$ cat config.mk
export PLATFORM = sky130hd
export DESIGN_NAME = led_trace_player_flat
export DESIGN_NICKNAME = d
export VERILOG_FILES = /design/src/rtl/led_trace_player_pkg.sv /design/src/rtl/led_trace_player_if.sv /design/src/rtl/led_trace_player_fifo.sv /design/src/rtl/led_trace_player.sv /design/src/flat_wrapper.sv
export SDC_FILE = /design/constraint.sdc
export NUM_CORES = 1
export LEC_CHECK = 0
export ABC_CLOCK_PERIOD_IN_PS = 4610
export CELL_PAD_IN_SITES_DETAIL_PLACEMENT = 0
export CELL_PAD_IN_SITES_GLOBAL_PLACEMENT = 1
export CORE_UTILIZATION = 35
export CTS_CLUSTER_SIZE = 14
export DETAILED_ROUTE_END_ITERATION = 8
export GPL_TIMING_DRIVEN = 0
export HOLD_SLACK_MARGIN = 0.08
export PLACE_DENSITY = 0.59
export SLEW_MARGIN = 15
export SYNTH_ARGS = -nofsm -noshare
export SYNTH_HDL_FRONTEND = slang
export SYNTH_SLANG_ARGS = --single-unit
export TNS_END_PERCENT = 1
$ cat constraint.sdc
create_clock -name clk -period 4.61 [get_ports clk]
set_clock_uncertainty 0.15 [all_clocks]
set_input_delay 1.1525 -clock clk [delete_from_list [all_inputs] [get_ports clk]]
set_output_delay 1.1525 -clock clk [all_outputs]
set_load 0.02 [all_outputs]
$ cat src/rtl/led_trace_player_pkg.sv
// Shared types for the LED trace player: FSM state, buffered trace entry
// and the default display hold time.
package led_trace_pkg;

    typedef enum logic [1:0] {
        IDLE,
        LOAD,
        SHOW,
        GAP
    } state_t;

    typedef struct packed {
        logic [4:0] rd;
        logic [7:0] data;
    } trace_entry_t;

    localparam int HOLD_CYCLES_DEFAULT = 4;

endpackage

$ cat src/rtl/led_trace_player_if.sv
// Write-back tap and LED/status bundle between the pipeline side (master)
// and the trace player (slave).
interface led_trace_player_if;
    logic        i_wb_valid;
    logic [4:0]  i_wb_rd;
    logic [31:0] i_wb_data;
    logic [1:0]  i_byte_sel;
    logic [7:0]  o_led;
    logic [4:0]  o_led_rd;
    logic        o_showing;
    logic        o_empty;
    logic        o_full;
    logic        o_overflow;

    modport master (
        output i_wb_valid, i_wb_rd, i_wb_data, i_byte_sel,
        input  o_led, o_led_rd, o_showing, o_empty, o_full, o_overflow
    );

    modport slave (
        input  i_wb_valid, i_wb_rd, i_wb_data, i_byte_sel,
        output o_led, o_led_rd, o_showing, o_empty, o_full, o_overflow
    );
endinterface

$ cat src/rtl/led_trace_player_fifo.sv
// Circular trace buffer with registered count, full/empty and sticky drop flag.
// Latency: push visible in count/empty on the next edge; read data is combinational at rdPtr.
// Backpressure: none upstream; a push while full is dropped and sets overflow.
module trace_fifo
    import led_trace_pkg::*;
#(
    parameter int DEPTH = 8
) (
    input  logic         clk,
    input  logic         reset,
    input  logic         push,
    input  trace_entry_t pushEntry,
    input  logic         pop,
    output trace_entry_t popEntry,
    output logic         empty,
    output logic         full,
    output logic         overflow
);
    localparam int PTR_W = $clog2(DEPTH);

    trace_entry_t       mem [DEPTH];
    logic [PTR_W-1:0]   wrPtr;
    logic [PTR_W-1:0]   rdPtr;
    logic [PTR_W:0]     count;
    logic               doPush;
    logic               doPop;

    // Full is judged on the registered count, so a same-cycle pop never frees a slot.
    assign full     = (count == (PTR_W+1)'(DEPTH));
    assign empty    = (count == '0);
    assign doPush   = push && !full;
    assign doPop    = pop && !empty;
    assign popEntry = mem[rdPtr];

    always_ff @(posedge clk) begin
        if (doPush) begin
            mem[wrPtr] <= pushEntry;
        end
    end

    always_ff @(posedge clk or negedge reset) begin
        if (!reset) begin
            wrPtr    <= '0;
            rdPtr    <= '0;
            count    <= '0;
            overflow <= 1'b0;
        end else begin
            if (doPush) begin
                wrPtr <= wrPtr + 1'b1;
            end
            if (doPop) begin
                rdPtr <= rdPtr + 1'b1;
            end
            case ({doPush, doPop})
                2'b10:   count <= count + 1'b1;
                2'b01:   count <= count - 1'b1;
                default: count <= count;
            endcase
            if (push && full) begin
                overflow <= 1'b1;
            end
        end
    end
endmodule

$ cat src/rtl/led_trace_player.sv
// Replays captured write-back bytes on the LEDs: LOAD, SHOW for HOLD_CYCLES, then GAP_CYCLES blank.
// Latency: push at edge n -> LOAD after n+1 -> LED valid after n+2; one entry per 1+HOLD+GAP cycles.
// Backpressure: none; drops pushes when full. Macro LED_TRACE_SKIP_X0_EN ignores writes to x0.
module led_trace_player
    import led_trace_pkg::*;
#(
    parameter int DEPTH       = 8,
    parameter int HOLD_CYCLES = HOLD_CYCLES_DEFAULT,
    parameter int GAP_CYCLES  = 1
) (
    input  logic               clk,
    input  logic               reset,
    led_trace_player_if.slave  bus
);
    localparam int CNT_W = $clog2(HOLD_CYCLES + GAP_CYCLES + 1) + 1;

    state_t             state;
    state_t             nextState;
    logic [CNT_W-1:0]   phaseCnt;
    trace_entry_t       pushEntry;
    trace_entry_t       popEntry;
    trace_entry_t       dispEntry;
    logic               pushEn;
    logic               pop;
    logic               holdDone;
    logic               gapDone;

`ifdef LED_TRACE_SKIP_X0_EN
    assign pushEn = bus.i_wb_valid && (bus.i_wb_rd != 5'd0);
`else
    assign pushEn = bus.i_wb_valid;
`endif

    assign pushEntry.rd   = bus.i_wb_rd;
    assign pushEntry.data = bus.i_wb_data[{bus.i_byte_sel, 3'b000} +: 8];

    trace_fifo #(
        .DEPTH (DEPTH)
    ) u_fifo (
        .clk       (clk),
        .reset     (reset),
        .push      (pushEn),
        .pushEntry (pushEntry),
        .pop       (pop),
        .popEntry  (popEntry),
        .empty     (bus.o_empty),
        .full      (bus.o_full),
        .overflow  (bus.o_overflow)
    );

    assign holdDone = (phaseCnt == CNT_W'(HOLD_CYCLES - 1));
    assign gapDone  = (phaseCnt == CNT_W'(GAP_CYCLES - 1));

    always_ff @(posedge clk or negedge reset) begin
        if (!reset) begin
            state <= IDLE;
        end else begin
            state <= nextState;
        end
    end

    always_comb begin
        nextState = state;
        case (state)
            IDLE: if (!bus.o_empty) nextState = LOAD;
            LOAD: nextState = SHOW;
            SHOW: begin
                if (holdDone) begin
                    if (GAP_CYCLES > 0)    nextState = GAP;
                    else if (!bus.o_empty) nextState = LOAD;
                    else                   nextState = IDLE;
                end
            end
            GAP:  if (gapDone) nextState = bus.o_empty ? IDLE : LOAD;
            default: nextState = IDLE;
        endcase
    end

    // Phase counter restarts on every state change, so each SHOW/GAP counts from zero.
    always_ff @(posedge clk or negedge reset) begin
        if (!reset) begin
            phaseCnt  <= '0;
            dispEntry <= '0;
        end else begin
            if (state != nextState) begin
                phaseCnt <= '0;
            end else if (state == SHOW || state == GAP) begin
                phaseCnt <= phaseCnt + 1'b1;
            end
            if (state == LOAD) begin
                dispEntry <= popEntry;
            end
        end
    end

    always_comb begin
        pop           = 1'b0;
        bus.o_led     = '0;
        bus.o_led_rd  = '0;
        bus.o_showing = 1'b0;
        case (state)
            LOAD: pop = 1'b1;
            SHOW: begin
                bus.o_led     = dispEntry.data;
                bus.o_led_rd  = dispEntry.rd;
                bus.o_showing = 1'b1;
            end
            default: ;
        endcase
    end
endmodule

$ cat src/flat_wrapper.sv
// flat-port wrapper written by rule: the top's interface ports become plain ports
module led_trace_player_flat import led_trace_pkg::*;
#(
    parameter int DEPTH       = 8,
    parameter int HOLD_CYCLES = HOLD_CYCLES_DEFAULT,
    parameter int GAP_CYCLES  = 1
)
  (clk, reset, bus_i_wb_valid, bus_i_wb_rd, bus_i_wb_data, bus_i_byte_sel, bus_o_led, bus_o_led_rd, bus_o_showing, bus_o_empty, bus_o_full, bus_o_overflow);
  led_trace_player_if bus_i ();
  input  logic clk;
  input  logic reset;
  input wire logic [$bits(bus_i.i_wb_valid)-1:0] bus_i_wb_valid;
  input wire logic [$bits(bus_i.i_wb_rd)-1:0] bus_i_wb_rd;
  input wire logic [$bits(bus_i.i_wb_data)-1:0] bus_i_wb_data;
  input wire logic [$bits(bus_i.i_byte_sel)-1:0] bus_i_byte_sel;
  output wire logic [$bits(bus_i.o_led)-1:0] bus_o_led;
  output wire logic [$bits(bus_i.o_led_rd)-1:0] bus_o_led_rd;
  output wire logic [$bits(bus_i.o_showing)-1:0] bus_o_showing;
  output wire logic [$bits(bus_i.o_empty)-1:0] bus_o_empty;
  output wire logic [$bits(bus_i.o_full)-1:0] bus_o_full;
  output wire logic [$bits(bus_i.o_overflow)-1:0] bus_o_overflow;
  assign bus_i.i_wb_valid = bus_i_wb_valid;
  assign bus_i.i_wb_rd = bus_i_wb_rd;
  assign bus_i.i_wb_data = bus_i_wb_data;
  assign bus_i.i_byte_sel = bus_i_byte_sel;
  assign bus_o_led = bus_i.o_led;
  assign bus_o_led_rd = bus_i.o_led_rd;
  assign bus_o_showing = bus_i.o_showing;
  assign bus_o_empty = bus_i.o_empty;
  assign bus_o_full = bus_i.o_full;
  assign bus_o_overflow = bus_i.o_overflow;
  led_trace_player #(.DEPTH(DEPTH), .HOLD_CYCLES(HOLD_CYCLES), .GAP_CYCLES(GAP_CYCLES)) u_core (.clk(clk), .reset(reset), .bus(bus_i));
endmodule
**Wiring heat map**

The die is cut into 26 by 26 equal tiles; dark purple is low, yellow is high, scaled to the fullest tile. Values are wire area over tile area, all layers added.
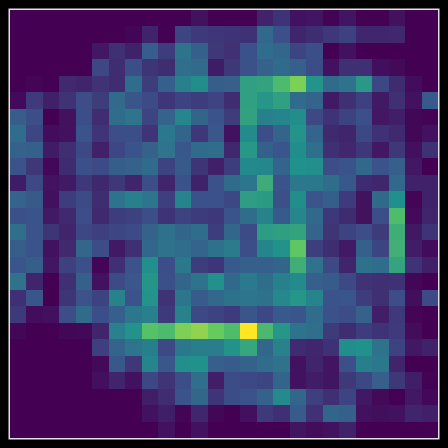
- fullest tile: 0.52
- emptiest ninth of the die: lower left
- mean over tiles: 0.11

==> metrics.csv <==
stage;metric;value;unit
die;die_area;16700;µm²
clocking;path_clk_slew;0.06;ns
die;die_x;129;µm
synthesis;post_synth.cell_area_avg;15.4;µm²
flow_run;warning_count;28;
layout;area_growth;27.2;%
sta;setup-violations-final;0;
synthesis;ys_ff;134;
layout;fin_area;7230;µm²
clocking;clock-sinks;134;
worst_setup_path;critical_path_required;3.31;ns
place;dpl_cell_area;6630;µm²
sta;tightest_slew;0.816;ns
sta;rsz0062_at_grt;false;
layout;final_nets;504;
die;fp_util;0.358;
synthesis;synth_area;5680;µm²
sta;report.final.slew_viol_count;0;
worst_setup_path;cp-start-kind;register;
worst_setup_path;path_buffers;3;
global_routing;met1_usage;0.196;
routing;drt_wl_total;11700;µm
die;core_area;15900;µm²
routing;dr_wl_met3;449;µm
power;p_leak;2.70;nW
clocking;postCtsSetupBuffers;0;
synthesis;syn_inst;370;
sta;worst_slack;0.891;ns
sta;fin_crit;3.72;ns
worst_setup_path;cp_data_arrival_time;2.42;ns
worst_setup_path;crit_type;register to output pin;
worst_setup_path;slowest_stage;clkdlybuf4s50_1;
synthesis;yosys_cells;370;
routing;drc;0;
place;gp_congestion;0.703;
sta;fin_crit_sh;0.807;
global_routing;grt_max_degree;31;
clocking;cts_buffers;17;
global_routing;first_global_vias;3278;
global_routing;grt_busiest_layer;met2;
global_routing;antenna_found_initial;0;
die;ios;59;
place;dp_slack;0.959;ns
routing;vias_per_cell;4.80;
global_routing;overflow;0;
sta;fmax;269;MHz
worst_setup_path;crit_path_end_kind;output pin;
synthesis;ys_sh_mux;0.132;
routing;vias;3283;
sta;relSlewSlack;0.456;
clocking;ctsResizeCount;0;
power;power_density;635;nW/µm²
worst_setup_path;slowest_delay;0.60;ns
routing;wl_per_cell;17.1;µm
die;die_y;129;µm
clocking;clockBufferDepth;2;
synthesis;yosys_warnings;0;
global_routing;grt_pass1_wl;18600;µm
status;outcome;completed;
layout;drive_gt1_frac;0.160;
worst_setup_path;cp_max_fo;10;
place;hpwl;8190;µm
clocking;clockRootBuffer;clkbuf_16;
synthesis;synth_cell_type_count;37;
synthesis;syn-num-nets;419;
min_path;hold_path_class;register to register;
synthesis;adder_share;0.0154;
layout;diodes;0;
sta;tns;0;ns
sta;hold_viol;0;
global_routing;grt.met2_usage;0.262;
worst_setup_path;path_delay_family;buffers and inverters;
power;peakVddDrop;264;µV
synthesis;aoi_share;0.0540;
clocking;h-tree-depth;4;
synthesis;logic_family;multiplexers;
global_routing;use_met3;0.0376;
routing;dr_wl_met2;5810;µm
routing;met1_length;5310;µm
synthesis;synthXorXnorAreaFrac;0.0185;
routing;top_layer;met4;
routing;drtIter0Drc;142;
synthesis;ys_seq_share;0.682;
synthesis;simple_gate_share;0.0804;
global_routing;grt_usage;0.156;
clocking;cts_tree;done;
routing;ant_nets;0;
worst_setup_path;crit_chain;buf_2, nor2b_1, clkbuf_1, and2_1, clkdlybuf4s50_1;
clocking;clock_latency;0.41;ns
place;portBuffers;56;
clocking;postCtsHoldBufs;0;
flow_run;drv_cap;0;
die;rows;46;
routing;first_pass_iters;4;
synthesis;ys_area;5680;µm²
**Register map, names as in the netlist**

Scale bar: 50 µm. Other sequential cells in the stronger grey, the rest of the logic in the fainter grey.
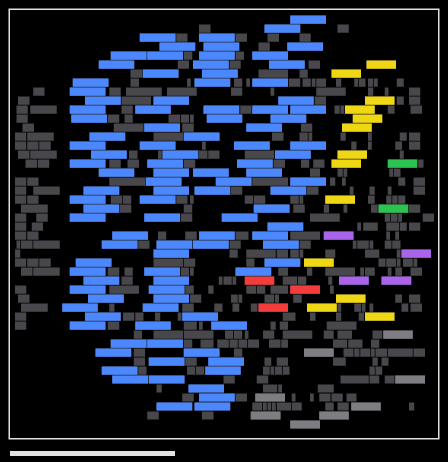
- green: u_core.state (sequential cells 2)
- blue: u_core.u_fifo.mem (sequential cells 104)
- purple: u_core.phaseCnt (sequential cells 4; where middle right)
- red: u_core.u_fifo.rdPtr (sequential cells 3)
- yellow: u_core.dispEntry (sequential cells 13)
- not coloured: 8

per-stage QoR:
step / power [mW] / hold slack, ns / utilization / std cells
2_1_floorplan: 2.72 / 0.292 / - / 370
3_3_place_gp: 3.21 / 0.288 / 0.410 / 642
3_5_place_dp: 3.28 / 0.298 / 0.417 / 652
4_1_cts: 4.66 / 0.312 / 0.455 / 684
5_1_grt: 4.86 / 0.343 / 0.455 / 684
6_report: 4.59 / 0.312 / 0.455 / 684
path summary, 6_finish.rpt:
check                                       start                     end  slack (ns)  depth (start not counted)
hold reg to reg            u_core.u_fifo.overflow  u_core.u_fifo.overflow        0.31                          1
min in group asynchronous                   reset  u_core.u_fifo.count[3]        0.63                          1
setup / recovery                  u_core.state[1]         bus_o_led_rd[1]        0.89                          5
hold / removal             u_core.u_fifo.overflow  u_core.u_fifo.overflow        0.31                          1
max in group asynchronous                   reset     u_core.dispEntry[5]        3.23                          1
setup reg to reg           u_core.u_fifo.count[0]  u_core.u_fifo.count[2]        1.96                         10
cells in the mapped netlist (all sizes together):
cell type  count  area (µm²)
buf           12        70.1
a22oi         27         203
nor2          12        47.6
o21ai         13        65.1
nand2         38         143
ha             7        87.6
a21oi          3        15.0
a2111oi        1        10.0
mux2i         53         531
and2          14        87.6
clkbuf         5        22.5
nor4b          2        32.5
mux2           3        37.5
nor4           3        33.8
nand2b         4        25.0
mux4           8         180
dfrtp         30         751
a21o           1        7.51
nor2b          4        32.5
nand3          2        10.0
xnor2          6        52.6
nand4          2        12.5
clkinv         1        3.75
xor2           6        52.6
nand3b         1        7.51
edfxtp       104        3120
nor3           5        25.0
inv            2        7.51
a31oi          1        6.26
cells in the final DEF, fill, tap and decap left out, drive strengths merged:
| cell | count |
|---|---|
| nand2 | 38 |
| nand4 | 2 |
| clkbuf | 22 |
| xor2 | 6 |
| edfxtp | 104 |
| inv | 6 |
| o21ai | 13 |
| mux2i | 53 |
| a21o | 1 |
| clkinvlp | 2 |
| clkinv | 7 |
| and2 | 14 |
| buf | 23 |
| nor3 | 5 |
| nand3 | 2 |
| a22oi | 27 |
| clkdlybuf4s50 | 55 |
| mux2 | 3 |
| a21oi | 3 |
| nand2b | 4 |
| nand3b | 1 |
| dfrtp | 30 |
| nor2 | 12 |
| a31oi | 1 |
| nor4 | 3 |
| ha | 7 |
| nor2b | 4 |
| mux4 | 8 |
| bufinv | 3 |
| xnor2 | 6 |
| a2111oi | 1 |
| nor4b | 2 |
sequential cells by signal, summed over array words and instances (netlist names):
| name | flops |
|---|---|
| u_core.u_fifo.wrPtr | 3 |
| u_core.phaseCnt | 4 |
| u_core.u_fifo.count | 4 |
| u_core.u_fifo.overflow | 1 |
| u_core.dispEntry | 13 |
| u_core.u_fifo.rdPtr | 3 |
| u_core.state | 2 |
| u_core.u_fifo.mem | 104 |
area by class of cell:
type                    instances  area [µm²]
repair buffers                 66         639
plain buffers                  17        92.6
clock buffers                  17         425
clock inverters                15         178
fillers                      1420        8660
well taps                     216         270
multi-input cells             216        1740
inverters                       3        11.3
flip-flops and latches        134        3870
where the power goes:
group          switching (mW)  internal [mW]
registers               0.159           1.58
logic                   0.860          0.629
clock network           0.508          0.853
total                    1.53           3.06
Power figures rest on the tool's default switching activity, not on a simulated workload.
